--- src/rtl/mem_arb_pkg.sv ---
// Shared types and constants for the unified-memory port arbiter.
//   state_e : arbiter FSM states (IDLE, GRANT, WAIT, RESP)
//   OWN_*   : one-hot owner encoding (loader, data stage, fetch stage)
//   ADDR_W_DEF / DATA_W_DEF : default memory geometry (128 x 32)
//   CNT_W   : width of the read-latency counter
package mem_arb_pkg;

  typedef enum logic [1:0] {
    IDLE  = 2'd0,
    GRANT = 2'd1,
    WAIT  = 2'd2,
    RESP  = 2'd3
  } state_e;

  localparam logic [2:0] OWN_NONE = 3'b000;
  localparam logic [2:0] OWN_LD   = 3'b001;
  localparam logic [2:0] OWN_DM   = 3'b010;
  localparam logic [2:0] OWN_IF   = 3'b100;

  localparam int ADDR_W_DEF = 7;
  localparam int DATA_W_DEF = 32;
  localparam int CNT_W      = 4;

endpackage

--- src/rtl/mem_arb_pick.sv ---
// Combinational priority picker for the memory port arbiter.
// Ports:
//   ld_req_i     loader request (always highest priority)
//   dm_req_i     data-stage request
//   if_req_i     fetch request
//   starve_ovr_i lets fetch outrank the data stage for this arbitration
//   own_o        one-hot winner (OWN_LD / OWN_DM / OWN_IF), OWN_NONE if idle
module mem_arb_pick
  import mem_arb_pkg::*;
(
  input  logic       ld_req_i,
  input  logic       dm_req_i,
  input  logic       if_req_i,
  input  logic       starve_ovr_i,
  output logic [2:0] own_o
);

  // Loader always wins; the override only reorders data vs fetch.
  always_comb begin
    own_o = OWN_NONE;
    if (ld_req_i) begin
      own_o = OWN_LD;
    end else if (if_req_i && (starve_ovr_i || !dm_req_i)) begin
      own_o = OWN_IF;
    end else if (dm_req_i) begin
      own_o = OWN_DM;
    end else begin
      own_o = OWN_NONE;
    end
  end

endmodule

--- src/rtl/mem_port_arbiter.sv ---
// Shares one single-port memory with fixed read latency between the loader
// (writes), the data stage (loads/stores) and the fetch stage (reads).
// Each access runs IDLE -> GRANT -> (WAIT -> RESP) -> IDLE; all outputs
// are registered.
// Ports:
//   clk, rst_n                      clock, async active-low reset
//   ld_req/ld_addr/ld_wdata/ld_gnt  loader write port
//   dm_req/dm_we/dm_addr/dm_wdata   data-stage request
//   dm_gnt/dm_rvalid/dm_rdata       data-stage grant and load response
//   if_req/if_addr                  fetch request
//   if_gnt/if_rvalid/if_rdata       fetch grant and response
//   mem_en/mem_we/mem_addr/mem_wdata/mem_rdata  memory interface
//   busy                            FSM is not in IDLE
// Optional build macro MEM_ARB_STARVE_GUARD_EN: after MAX_WAIT lost
// arbitrations in a row, fetch outranks the data stage (never the loader).
module mem_port_arbiter
  import mem_arb_pkg::*;
#(
  parameter int ADDR_W   = ADDR_W_DEF,
  parameter int DATA_W   = DATA_W_DEF,
  parameter int MEM_LAT  = 2,
  parameter int MAX_WAIT = 4
) (
  input  logic              clk,
  input  logic              rst_n,
  input  logic              ld_req,
  input  logic [ADDR_W-1:0] ld_addr,
  input  logic [DATA_W-1:0] ld_wdata,
  output logic              ld_gnt,
  input  logic              dm_req,
  input  logic              dm_we,
  input  logic [ADDR_W-1:0] dm_addr,
  input  logic [DATA_W-1:0] dm_wdata,
  output logic              dm_gnt,
  output logic              dm_rvalid,
  output logic [DATA_W-1:0] dm_rdata,
  input  logic              if_req,
  input  logic [ADDR_W-1:0] if_addr,
  output logic              if_gnt,
  output logic              if_rvalid,
  output logic [DATA_W-1:0] if_rdata,
  output logic              mem_en,
  output logic              mem_we,
  output logic [ADDR_W-1:0] mem_addr,
  output logic [DATA_W-1:0] mem_wdata,
  input  logic [DATA_W-1:0] mem_rdata,
  output logic              busy
);

  localparam logic [CNT_W-1:0] LAT_C   = CNT_W'(MEM_LAT);
  localparam logic [CNT_W-1:0] CNT_ONE = 4'd1;

  state_e            state_q;
  logic [2:0]        own_q;
  logic [CNT_W-1:0]  cnt_q;
  logic              ld_gnt_q, dm_gnt_q, if_gnt_q;
  logic              dm_rvalid_q, if_rvalid_q;
  logic              mem_en_q, mem_we_q;
  logic [ADDR_W-1:0] mem_addr_q;
  logic [DATA_W-1:0] mem_wdata_q, dm_rdata_q, if_rdata_q;
  logic [2:0]        pick_s;
  logic              starve_ovr_s;

  mem_arb_pick u_pick (
    .ld_req_i     (ld_req),
    .dm_req_i     (dm_req),
    .if_req_i     (if_req),
    .starve_ovr_i (starve_ovr_s),
    .own_o        (pick_s)
  );

`ifdef MEM_ARB_STARVE_GUARD_EN
  localparam logic [7:0] MAX_WAIT_C = 8'(MAX_WAIT);
  logic [7:0] starve_q;

  // Count consecutive IDLE arbitrations that fetch loses; saturates so the
  // override stays armed while the loader keeps winning.
  always_ff @(posedge clk or negedge rst_n) begin
    if (!rst_n) begin
      starve_q <= 8'd0;
    end else if (!if_req || (state_q == IDLE && pick_s == OWN_IF)) begin
      starve_q <= 8'd0;
    end else if (state_q == IDLE && starve_q != MAX_WAIT_C) begin
      starve_q <= starve_q + 8'd1;
    end else begin
      starve_q <= starve_q;
    end
  end

  assign starve_ovr_s = (starve_q == MAX_WAIT_C);
`else
  assign starve_ovr_s = 1'b0;
`endif

  // Arbiter FSM with registered grant/strobe/response outputs.
  always_ff @(posedge clk or negedge rst_n) begin
    if (!rst_n) begin
      state_q     <= IDLE;
      own_q       <= OWN_NONE;
      cnt_q       <= {CNT_W{1'b0}};
      ld_gnt_q    <= 1'b0;
      dm_gnt_q    <= 1'b0;
      if_gnt_q    <= 1'b0;
      dm_rvalid_q <= 1'b0;
      if_rvalid_q <= 1'b0;
      mem_en_q    <= 1'b0;
      mem_we_q    <= 1'b0;
      mem_addr_q  <= {ADDR_W{1'b0}};
      mem_wdata_q <= {DATA_W{1'b0}};
      dm_rdata_q  <= {DATA_W{1'b0}};
      if_rdata_q  <= {DATA_W{1'b0}};
    end else begin
      // Pulse outputs fall back to 0 unless a state below raises them.
      ld_gnt_q    <= 1'b0;
      dm_gnt_q    <= 1'b0;
      if_gnt_q    <= 1'b0;
      dm_rvalid_q <= 1'b0;
      if_rvalid_q <= 1'b0;
      mem_en_q    <= 1'b0;
      mem_we_q    <= 1'b0;
      case (state_q)
        IDLE: begin
          if (pick_s != OWN_NONE) begin
            own_q    <= pick_s;
            mem_en_q <= 1'b1;
            state_q  <= GRANT;
            case (pick_s)
              OWN_LD: begin
                ld_gnt_q    <= 1'b1;
                mem_we_q    <= 1'b1;
                mem_addr_q  <= ld_addr;
                mem_wdata_q <= ld_wdata;
              end
              OWN_DM: begin
                dm_gnt_q    <= 1'b1;
                mem_we_q    <= dm_we;
                mem_addr_q  <= dm_addr;
                mem_wdata_q <= dm_wdata;
              end
              default: begin
                if_gnt_q   <= 1'b1;
                mem_addr_q <= if_addr;
              end
            endcase
          end else begin
            state_q <= IDLE;
          end
        end
        GRANT: begin
          // mem_we_q still holds this access's direction during GRANT.
          if (mem_we_q) begin
            state_q <= IDLE;
          end else begin
            state_q <= WAIT;
            cnt_q   <= LAT_C;
          end
        end
        WAIT: begin
          if (cnt_q == CNT_ONE) begin
            state_q <= RESP;
            cnt_q   <= {CNT_W{1'b0}};
            if (own_q == OWN_DM) begin
              dm_rdata_q  <= mem_rdata;
              dm_rvalid_q <= 1'b1;
            end else begin
              if_rdata_q  <= mem_rdata;
              if_rvalid_q <= 1'b1;
            end
          end else begin
            cnt_q <= cnt_q - CNT_ONE;
          end
        end
        RESP: begin
          state_q <= IDLE;
        end
        default: begin
          state_q <= IDLE;
        end
      endcase
    end
  end

  assign ld_gnt    = ld_gnt_q;
  assign dm_gnt    = dm_gnt_q;
  assign if_gnt    = if_gnt_q;
  assign dm_rvalid = dm_rvalid_q;
  assign if_rvalid = if_rvalid_q;
  assign dm_rdata  = dm_rdata_q;
  assign if_rdata  = if_rdata_q;
  assign mem_en    = mem_en_q;
  assign mem_we    = mem_we_q;
  assign mem_addr  = mem_addr_q;
  assign mem_wdata = mem_wdata_q;
  assign busy      = (state_q != IDLE);

endmodule

--- config.mk ---
export PLATFORM = sky130hd
export DESIGN_NAME = mem_port_arbiter
export DESIGN_NICKNAME = d
export VERILOG_FILES = /design/src/rtl/mem_arb_pkg.sv /design/src/rtl/mem_arb_pick.sv /design/src/rtl/mem_port_arbiter.sv
export SDC_FILE = /design/constraint.sdc
export NUM_CORES = 1
export LEC_CHECK = 0
export CAP_MARGIN = 20
export CORE_MARGIN = 2
export CORE_UTILIZATION = 42
export CTS_CLUSTER_DIAMETER = 120
export DETAILED_ROUTE_END_ITERATION = 7
export PLACE_DENSITY = 0.88
export SLEW_MARGIN = 15
export SYNTH_ARGS = -nofsm -noshare
export SYNTH_HDL_FRONTEND = slang
export SYNTH_SLANG_ARGS = --single-unit
--- constraint.sdc ---
create_clock -name clk -period 2.1 [get_ports clk]
set_input_delay 0.525 -clock clk [delete_from_list [all_inputs] [get_ports clk]]
set_output_delay 0.525 -clock clk [all_outputs]
set_load 0.1 [all_outputs]
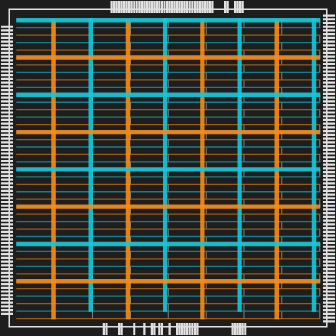
**Above:** PDN straps and rails.
Pins as bars on the die edge. Tap cells in gray.
- orange: VSS
- cyan: VDD
- met5 straps: 8
- rows: 40
- tap cells: 168
- signal pins: 234

==> reports/qor.csv <==
stage;metric;value;unit
status;outcome;complete, no violations;
global_routing;initial antenna violation count;0;
synth;most frequent cells after synthesis;119 x dfrtp_1, 73 x o21ai_0, 58 x mux2_4;
critical_path;CP max stage delay;400;ps
final_timing;# setup viols final;0;
clock_network;Hold Buf Count CTS;0;
route;initial drt markers;340;
route;Initial DRT Pass Iterations;4;
final_timing;worst-margin pin slew;572;ps
synth;area leader, netlist;dfrtp_1;
clock_network;PostCTS Resize Cnt;0;
floorplanning;IO Pins;234;
run;tool warnings;28;
clock_network;Clock Path Buffers;2;
clock_network;H-tree levels;4;
synth;most frequent cell after synthesis;dfrtp_1;
floorplanning;die y size;115;um
critical_path;r2r startpoint;cnt_q[1];
synth;number of cells in Yosys stat;375;
clock_network;clock sink count;119;
clock_network;Root Buffer;clkbuf_16;
synth;Synth Flop Type;dfrtp_1;
global_routing;vias in the first global route;4149;
critical_path;kind of critical path;reg -> reg;
route;Antenna Violating Nets Remaining;0;
floorplanning;Floorplan Utilization;43.1;%
critical_path;CP Data Arrival Time;2270;ps
final_timing;relative slew slack;61.8;%
synth;XOR-XNOR Cells, Area Fraction;0;%
final_timing;Fmax achieved;503;MHz
final_timing;final worst clock skew;5.62;ps
floorplanning;Die Width;115;um
synth;mux share;27.1;%
synth;Synth area leaders;dfrtp_1 57%, mux2_4 17%, mux2i_1 7.5%, o21ai_0 7.0%, mux2_2 2.8%;
final_timing;hold_ws;99.6;ps
clock_network;TritonCTS clock tree;yes;
cells_and_area;area grow syn2layout;57.5;%
synth;number of enable flip-flop cells;0;
final_timing;Final Hold Viols;0;
clock_network;CTS buffer count;17;
final_timing;Setup TNS;0;ps
synth;#FFs+latches synth;119;
place;Placer Congestion;0.780;
critical_path;crit-path max FO;17;
critical_path;CP max stage cell;dfrtp_1;
run;number of max-cap violations;0;
synth;Top logic family;multiplexers;
synth;share of the synthesized area in the top cell type;57.3;%
critical_path;Worst Setup EP;if_rdata[0];
synth;YS warnings;0;
cells_and_area;nets;747;
global_routing;first-pass GRT wire length;22100;um
clock_network;Clock Pin Slew Worst Setup and Hold Paths;50;ps
final_timing;Final Max Tran Viols;0;
final_timing;min Tclk post-route;1990;ps
final_timing;Final period util;94.7;%
synth;Post-synth ARST share;100;%
floorplanning;core area;12100;sq um
place;HPWL after detailed placement;10700;um
synth;Synth Seq Share;57.3;%
critical_path;r2r setup slk;110;ps
critical_path;crit path launch;cnt_q[1];
synth;simple share;3.49;%
route;WL/cell;18.5;um
global_routing;pin count of the biggest net entering global routing;44;
synth;post-synthesis instance total;375;
floorplanning;row cnt;40;
global_routing;total grt overflow;0;
critical_path;crit-path cells;inv_1 -> ha_1 -> or3b_4 -> nor3_4 -> buf_4 -> buf_12 -> mux2_2;
critical_path;Worst R2R End;if_rdata[0];
critical_path;Startpoint Class;flop;
final_timing;RSZ-0062 raised after global routing;false;
clock_network;Skew-Pair Late Insertion Delay;410;ps
synth;Complex Gates by Area;8.45;%
route;Remaining DRCs;0;
cells_and_area;ratio of cells with drive above 1 in the final layout;38.0;%
worst_hold_path;Hold Crit Class;in -> async;
floorplanning;DIE AREA;13300;sq um
synth;Synth Net Count;500;
critical_path;CP required;2390;ps
route;Via density;5.03;
synth;synth unique cells;33;
place;IO buf count;233;
route;Routed WL;14900;um
global_routing;GR Util All Layers;22.1;%
critical_path;worst r2r path cells;7;
critical_path;CP endpoint kind;flop;
synth;syn_area_per_cell;13.9;sq um
route;vias;4038;
synth;adder share;0.481;%
cells_and_area;n_diodes;0;
synth;YS chip area;5200;sq um
synth;synthesized area;5200;sq um
clock_network;postcts setup bufs;0;
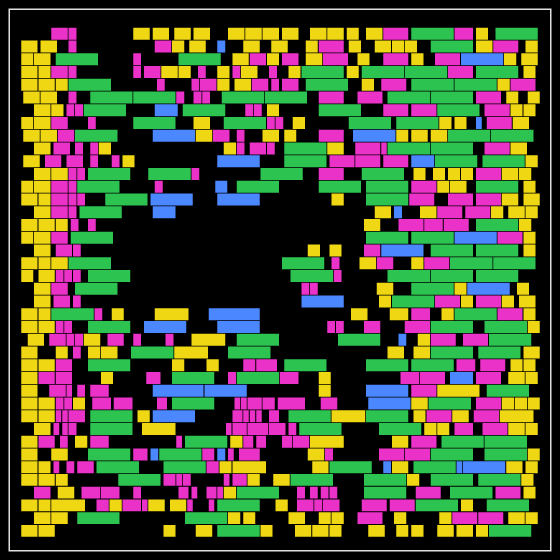
**Above:** placed cells, one color a class.
- yellow: other buffers and delay cells (cells 252; share of their area 29%)
- green: flops (cells 119; share of their area 37%)
- blue: clock drivers and dummy loads (cells 32; share of their area 7.3%)
- magenta: combinational and other logic (cells 232; share of their area 26%)

==> flip-flops by register name (all words and copies together), names as in the netlist, named ones only <==
| signal | count |
|---|---|
| state_q | 1 |
| mem_we | 1 |
| cnt_q | 4 |
| dm_rvalid | 1 |
| if_rdata | 32 |
| ld_gnt | 1 |
| mem_addr | 7 |
| if_rvalid | 1 |
| dm_gnt | 1 |
| own_q | 3 |
| if_gnt | 1 |
| mem_wdata | 32 |
| dm_rdata | 32 |
| mem_en | 1 |
==> placed cells by master, fill, tap and decap left out, types with 2 or more instances in the layout <==
| cell type | count |
|---|---|
| o21ai_0 | 72 |
| and3_1 | 2 |
| mux2_2 | 13 |
| clkbuf_8 | 4 |
| bufinv_16 | 2 |
| ha_1 | 2 |
| clkdlybuf4s50_1 | 121 |
| nand2_1 | 9 |
| mux2i_1 | 39 |
| mux2_4 | 58 |
| clkbuf_1 | 2 |
| nor2_1 | 7 |
| buf_12 | 9 |
| dfrtp_1 | 119 |
| buf_4 | 120 |
| clkbuf_16 | 18 |
| clkinv_2 | 6 |
| inv_1 | 6 |
| a21o_1 | 2 |
==> cell type report <==
class	instances	area, sq um
fillers	820	3870
well taps	168	210
clock inverters	9	97.6
clock buffers	23	488
flip-flops and latches	119	2980
inverters	6	22.5
multi-input cells	226	2060
repair buffers	252	2330
==> critical path: cells and delay by family (launching register included) <==
kind / cells / cell delay, ps
AND/OR/NAND/NOR: 2 / 530
buffers and inverters: 3 / 420
flip-flops: 1 / 400
multiplexers: 1 / 350
adder cells (fa/ha/maj): 1 / 170
==> kinds of logic (layout without fill, tap and decap cells) <==
| kind of cell | after synthesis | count (layout) |
|---|---|---|
| compound gates | 83 | 83 |
| mux | 110 | 110 |
| fa+ha+maj | 2 | 2 |
| flops | 119 | 119 |
| simple gates | 31 | 31 |
| buf+inv | 30 | 290 |
==> metal layers <==
metal | wire length [um] | vias up | part of all wire [%] | track usage, %
li1 | - | 1829 | - | -
met1 | 6040 | 1964 | 41 | 26.5
met2 | 7290 | 217 | 49 | 37.3
met3 | 1220 | 26 | 8.2 | 7.43
met4 | 297 | 2 | 2.0 | 7.87
met5 | 33 | - | 0.22 | 0
==> stage by stage <==
stage | cell area (sq um) | cells | util, % | setup WS (ps)
floorplan | 5200 | 375 | - | 196
global placement | 7550 | 767 | 62.6 | 135
detailed placement | 7550 | 767 | 62.6 | 54.7
CTS | 8140 | 799 | 67.4 | 35.6
global route | 8190 | 803 | 67.9 | 27.0
finish | 8190 | 803 | 67.9 | 110
